$ cat src/rtl/vedic_mul16_seq.sv
// -----------------------------------------------------------------------------
// vedic_mul16_seq -- sequential 16x16 unsigned multiplier.
//
// One 8x8 Vedic (Urdhva-Tiryagbhyam) multiplier is time-shared over four
// partial-product steps. The 32-bit accumulator gathers the shifted partial
// products, and the finished product is presented with a valid/ready hand-off.
//
// Ports:
//   CLK        in   1   clock, rising edge
//   RST_n      in   1   asynchronous active-low reset
//   IN_VALID   in   1   operand pair offered
//   IN_READY   out  1   operand pair accepted this cycle (state is IDLE)
//   A, B       in  16   unsigned operands, sampled on accept
//   OUT_VALID  out  1   P holds a completed product
//   OUT_READY  in   1   consumer takes the product
//   P          out 32   product A*B; keeps the last result after hand-off
//   BUSY       out  1   state is not IDLE
//
// Build option:
//   VEDIC_ZERO_SKIP_EN -- when defined, a zero operand ends the operation
//   after the first MUL cycle with P=0, so the result is ready one cycle
//   after accept. When undefined, every operation takes all four steps.
// -----------------------------------------------------------------------------

// 2x2 Vedic cell: vertical and crosswise products with a single carry.
module vedic_2bits (
  input  logic [1:0] a_i,
  input  logic [1:0] b_i,
  output logic [3:0] p_o
);
  logic cross_a_s;
  logic cross_b_s;
  logic carry_s;
  logic high_s;

  assign cross_a_s = a_i[1] & b_i[0];
  assign cross_b_s = a_i[0] & b_i[1];
  assign carry_s   = cross_a_s & cross_b_s;
  assign high_s    = a_i[1] & b_i[1];

  assign p_o[0] = a_i[0] & b_i[0];
  assign p_o[1] = cross_a_s ^ cross_b_s;
  assign p_o[2] = high_s ^ carry_s;
  assign p_o[3] = high_s & carry_s;
endmodule

// 4x4 Vedic multiplier assembled from four 2x2 cells.
module vedic_4bits (
  input  logic [3:0] a_i,
  input  logic [3:0] b_i,
  output logic [7:0] p_o
);
  logic [3:0] q0_s;
  logic [3:0] q1_s;
  logic [3:0] q2_s;
  logic [3:0] q3_s;

  vedic_2bits u_q0 (.a_i(a_i[1:0]), .b_i(b_i[1:0]), .p_o(q0_s));
  vedic_2bits u_q1 (.a_i(a_i[3:2]), .b_i(b_i[1:0]), .p_o(q1_s));
  vedic_2bits u_q2 (.a_i(a_i[1:0]), .b_i(b_i[3:2]), .p_o(q2_s));
  vedic_2bits u_q3 (.a_i(a_i[3:2]), .b_i(b_i[3:2]), .p_o(q3_s));

  assign p_o = {4'b0000, q0_s}
             + {2'b00, q1_s, 2'b00}
             + {2'b00, q2_s, 2'b00}
             + {q3_s, 4'b0000};
endmodule

// 8x8 Vedic multiplier assembled from four 4x4 blocks.
module vedic_8bits (
  input  logic [7:0]  a_i,
  input  logic [7:0]  b_i,
  output logic [15:0] p_o
);
  logic [7:0] q0_s;
  logic [7:0] q1_s;
  logic [7:0] q2_s;
  logic [7:0] q3_s;

  vedic_4bits u_q0 (.a_i(a_i[3:0]), .b_i(b_i[3:0]), .p_o(q0_s));
  vedic_4bits u_q1 (.a_i(a_i[7:4]), .b_i(b_i[3:0]), .p_o(q1_s));
  vedic_4bits u_q2 (.a_i(a_i[3:0]), .b_i(b_i[7:4]), .p_o(q2_s));
  vedic_4bits u_q3 (.a_i(a_i[7:4]), .b_i(b_i[7:4]), .p_o(q3_s));

  assign p_o = {8'h00, q0_s}
             + {4'h0, q1_s, 4'h0}
             + {4'h0, q2_s, 4'h0}
             + {q3_s, 8'h00};
endmodule

module vedic_mul16_seq (
  input  logic        CLK,
  input  logic        RST_n,
  input  logic        IN_VALID,
  output logic        IN_READY,
  input  logic [15:0] A,
  input  logic [15:0] B,
  output logic        OUT_VALID,
  input  logic        OUT_READY,
  output logic [31:0] P,
  output logic        BUSY
);
  typedef enum logic [1:0] {
    ST_IDLE = 2'd0,
    ST_MUL  = 2'd1,
    ST_DONE = 2'd2
  } state_e;

  state_e      state_q, state_d;
  logic [1:0]  step_q, step_d;
  logic [15:0] a_q, a_d;
  logic [15:0] b_q, b_d;
  logic [31:0] acc_q, acc_d;
  logic [31:0] p_q, p_d;
  logic        out_valid_q, out_valid_d;

  logic [7:0]  op_a_s;
  logic [7:0]  op_b_s;
  logic [15:0] pp_s;
  logic [31:0] pp_shift_s;
  logic [31:0] acc_sum_s;

  // Step bit 0 picks the high byte of A, step bit 1 the high byte of B:
  // step0 lo*lo, step1 hi*lo, step2 lo*hi, step3 hi*hi.
  assign op_a_s = step_q[0] ? a_q[15:8] : a_q[7:0];
  assign op_b_s = step_q[1] ? b_q[15:8] : b_q[7:0];

  vedic_8bits u_vedic (
    .a_i (op_a_s),
    .b_i (op_b_s),
    .p_o (pp_s)
  );

  // Align the partial product by the byte weight of the current step.
  always_comb begin
    pp_shift_s = 32'h0000_0000;
    case (step_q)
      2'd0:    pp_shift_s = {16'h0000, pp_s};
      2'd1:    pp_shift_s = {8'h00, pp_s, 8'h00};
      2'd2:    pp_shift_s = {8'h00, pp_s, 8'h00};
      2'd3:    pp_shift_s = {pp_s, 16'h0000};
      default: pp_shift_s = 32'h0000_0000;
    endcase
  end

  assign acc_sum_s = acc_q + pp_shift_s;

  // Next-state and datapath control for the IDLE -> MUL -> DONE sequence.
  always_comb begin
    state_d     = state_q;
    step_d      = step_q;
    a_d         = a_q;
    b_d         = b_q;
    acc_d       = acc_q;
    p_d         = p_q;
    out_valid_d = out_valid_q;
    case (state_q)
      ST_IDLE: begin
        step_d = 2'd0;
        if (IN_VALID) begin
          a_d     = A;
          b_d     = B;
          acc_d   = 32'h0000_0000;
          state_d = ST_MUL;
        end else begin
          state_d = ST_IDLE;
        end
      end
      ST_MUL: begin
`ifdef VEDIC_ZERO_SKIP_EN
        // A zero operand makes the product zero; finish on the first step.
        if ((step_q == 2'd0) && ((a_q == 16'h0000) || (b_q == 16'h0000))) begin
          p_d         = 32'h0000_0000;
          acc_d       = 32'h0000_0000;
          out_valid_d = 1'b1;
          step_d      = 2'd0;
          state_d     = ST_DONE;
        end else
`endif
        begin
          acc_d = acc_sum_s;
          if (step_q == 2'd3) begin
            p_d         = acc_sum_s;
            out_valid_d = 1'b1;
            step_d      = 2'd0;
            state_d     = ST_DONE;
          end else begin
            step_d  = step_q + 2'd1;
            state_d = ST_MUL;
          end
        end
      end
      ST_DONE: begin
        step_d = 2'd0;
        if (OUT_READY) begin
          out_valid_d = 1'b0;
          state_d     = ST_IDLE;
        end else begin
          state_d = ST_DONE;
        end
      end
      default: begin
        step_d      = 2'd0;
        out_valid_d = 1'b0;
        state_d     = ST_IDLE;
      end
    endcase
  end

  // State, operand, accumulator and result registers.
  always_ff @(posedge CLK or negedge RST_n) begin
    if (!RST_n) begin
      state_q     <= ST_IDLE;
      step_q      <= 2'd0;
      a_q         <= 16'h0000;
      b_q         <= 16'h0000;
      acc_q       <= 32'h0000_0000;
      p_q         <= 32'h0000_0000;
      out_valid_q <= 1'b0;
    end else begin
      state_q     <= state_d;
      step_q      <= step_d;
      a_q         <= a_d;
      b_q         <= b_d;
      acc_q       <= acc_d;
      p_q         <= p_d;
      out_valid_q <= out_valid_d;
    end
  end

  assign IN_READY  = (state_q == ST_IDLE);
  assign BUSY      = (state_q != ST_IDLE);
  assign OUT_VALID = out_valid_q;
  assign P         = p_q;
endmodule

$ cat config.mk
export PLATFORM = sky130hd
export DESIGN_NAME = vedic_mul16_seq
export DESIGN_NICKNAME = d
export VERILOG_FILES = /design/src/rtl/vedic_mul16_seq.sv
export SDC_FILE = /design/constraint.sdc
export NUM_CORES = 1
export LEC_CHECK = 0
export ABC_AREA = 1
export CORE_ASPECT_RATIO = 1.75
export CORE_MARGIN = 5
export CORE_UTILIZATION = 60
export DETAILED_ROUTE_END_ITERATION = 6
export GPL_TIMING_DRIVEN = 1
export PLACE_DENSITY = 0.82
export SYNTH_ARGS = -nofsm -noshare
export SYNTH_HDL_FRONTEND = slang
export SYNTH_SLANG_ARGS = --single-unit
$ cat constraint.sdc
create_clock -name CLK -period 8.3 [get_ports CLK]
set_clock_uncertainty 0.15 [all_clocks]
set_input_delay 2.49 -clock CLK [delete_from_list [all_inputs] [get_ports CLK]]
set_output_delay 2.49 -clock CLK [all_outputs]
set_load 0.02 [all_outputs]
Figure 1. Routing congestion map.
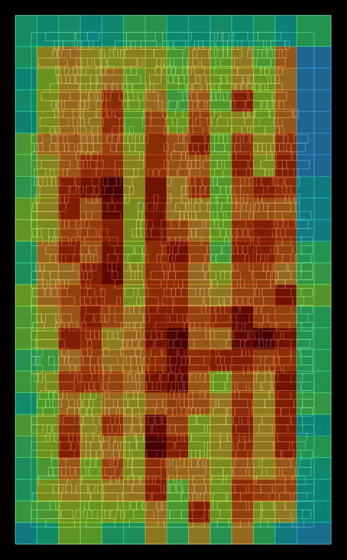
met1 Track Usage GR: 30.6%
Core Util, Final: 70.7%

==> run notes <==
run results: Initial Util=60.7%, number of global-route vias before repair=8262, Placed Cells=1332, CP arrival=8.00 ns, TritonRoute pass-1 iters=6, net count after synthesis=1239, max_slew headroom=23.7%, nets@finish=1327, clock sink total=101, CP Capture Type=flip-flop, first-pass GRT wire length=39600 um, Yosys chip area=8630 um^2, final setup margin=0.410 ns, Buffers & Inverters on Critical Path=7, Die Ht=169 um, Place WS=0.174 ns, Post-Syn Area per Cell=8.01 um^2, Syn Std Cell Area=8630 um^2, GRT Residual Overflow=0, I/O pin cnt=71, Max-Cap Viols=0, f_max=0.127 GHz, GPL Wtd Cong=0.956, ANT cells=0, DP HPWL=19600 um, Routed wire per std cell=18.0 um, die footprint=17000 um^2, Latency at later pin=0.36 ns, most instantiated logic cells after routing=nand2_1 (225), inv_1 (129), nor2_1 (107), status=finished clean, pin count of the biggest net entering global routing=65, CP max FO=10, ys cells=1077, Max Slew Vio Count=0, most used logic cell in the final layout=nand2_1, Residual DRC=0, Num CTS Buffers=9, crit-path leading delay family=adder cells, initial antenna violation count=0, Final Cycle Share=95.1%, layout cells sized above 1=12.8%, setup TNS=0 ns, Distinct cells, synth=46, tally of OpenROAD warnings=28, sequential area share after synthesis=29.3%, WL final=24200 um, H-tree level count=3, synth-to-layout area growth=16.5%, gr usage total=29.9%, Detail Route Antenna Nets=0, CTS tree=yes, unrepaired setup endpoints after global routing=true, largest stage delay on the critical path=0.54 ns, synth warn=0, crit path max-delay cell type=fa_1, Cells after Synth=1077, type of origin of the critical path=flip-flop, Setup CP Type=flip-flop to flip-flop, Worst-Margin Slew=1.14 ns, Hold WC Path Type=flip-flop to flip-flop, via count=7666
Figure 2. Sequential cells colored by netlist name.
Scale: 2 px per um. Other sequential cells in the stronger gray, the rest of the logic in the fainter gray.
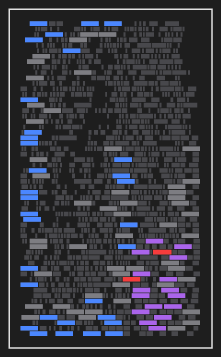
[purple] a_q | sequential cells: 16 | where: bottom right
[blue] P | sequential cells: 32
[red] step_q | sequential cells: 2

state kept, by name, summed over array words and instances (netlist names):
| signal | cells |
|---|---|
| OUT_VALID | 1 |
| state_q | 2 |
| step_q | 2 |
| b_q | 16 |
| acc_q | 32 |
| a_q | 16 |
| P | 32 |
per-layer routing:
layer	vias up	track usage, %	part of all wire (%)
met4	0	20.9	7.8
met3	106	3.67	3.9
met2	228	54.5	53
met1	3611	30.6	35
li1	3721	-	-
met5	-	0	0
cells in the mapped netlist, drive strengths merged:
cell type    n  area, um^2
a21boi       1        7.51
a21o         8        60.1
a21oi       51         285
a22o         1        8.76
a22oi        1        12.5
a31oi        5        31.3
a32o         2        20.0
buf         10        55.1
clkbuf      10        37.5
clkinv       1        3.75
dfrtp      101        2530
fa          27         541
ha          99        1240
inv        135         507
mux2        32         360
mux2i        8        80.1
nand2      240         933
nand3       56         300
nand3b       6        48.8
nand4        8        50.1
nor2       118         475
nor3         7        45.0
nor4         2        12.5
o2111ai      3        26.3
o211a        1        10.0
o211ai       1        7.51
o21a         1        7.51
o21ai       62         329
o21bai       7        52.6
o22ai       17         106
o31ai        2        15.0
or2         16         100
xnor2       16         140
xor2        22         193
cells by family after synthesis:
family	count (synthesis)	share of synthesized area, %
DFF	101	29.3
and+or+nand+nor	453	22.8
AOI/OAI and AO/OA	163	11.4
muxes	40	5.10
adders and majority gates	126	20.6
xor gates and xnor gates	38	3.86
buffers and inverters	156	6.99
per-stage QoR:
step,hold WS [ns],cell area (um^2),util [%]
detailed placement,0.315,9650,67.8
global placement,0.313,9650,67.8
global route,0.371,10100,70.7
finish,0.335,10100,70.7
floorplan,0.305,8630,-
CTS,0.338,9960,70.0
final cells by class:
class	count	area, um^2
Multi-Input combinational cell	820	5570
Fill cell	1200	4170
Sequential cell	101	2530
Timing Repair Buffer	97	901
Inverter	136	510
Clock buffer	9	225
Tap cell	180	225
Clock inverter	7	91.3
path summary, 6_finish.rpt:
check	from	to	slack (ns)	cells after the start
worst max-delay path	step_q[0]$_DFF_PN0_	acc_q[31]$_DFFE_PN0P_	0.41	37
worst min-delay path	P[29]$_DFFE_PN0P_	P[29]$_DFFE_PN0P_	0.34	2
worst max register to register	step_q[0]$_DFF_PN0_	acc_q[31]$_DFFE_PN0P_	0.41	37
worst min register to register	P[29]$_DFFE_PN0P_	P[29]$_DFFE_PN0P_	0.34	2
max in group asynchronous	RST_n	acc_q[28]$_DFFE_PN0P_	4.85	2
min in group asynchronous	RST_n	b_q[2]$_DFFE_PN0P_	1.93	1
worst min-delay path, stage by stage, from the launching register on:
cell	delay, ns
dfrtp_1	0.35
nand2_1	0.06
nand2_1	0.05
what timing repair did:
action | 4_1_cts | 5_1_grt
gates resized | 0 | 20
endpoints found under the setup margin | 0 | 40
buffers inserted | 0 | 2
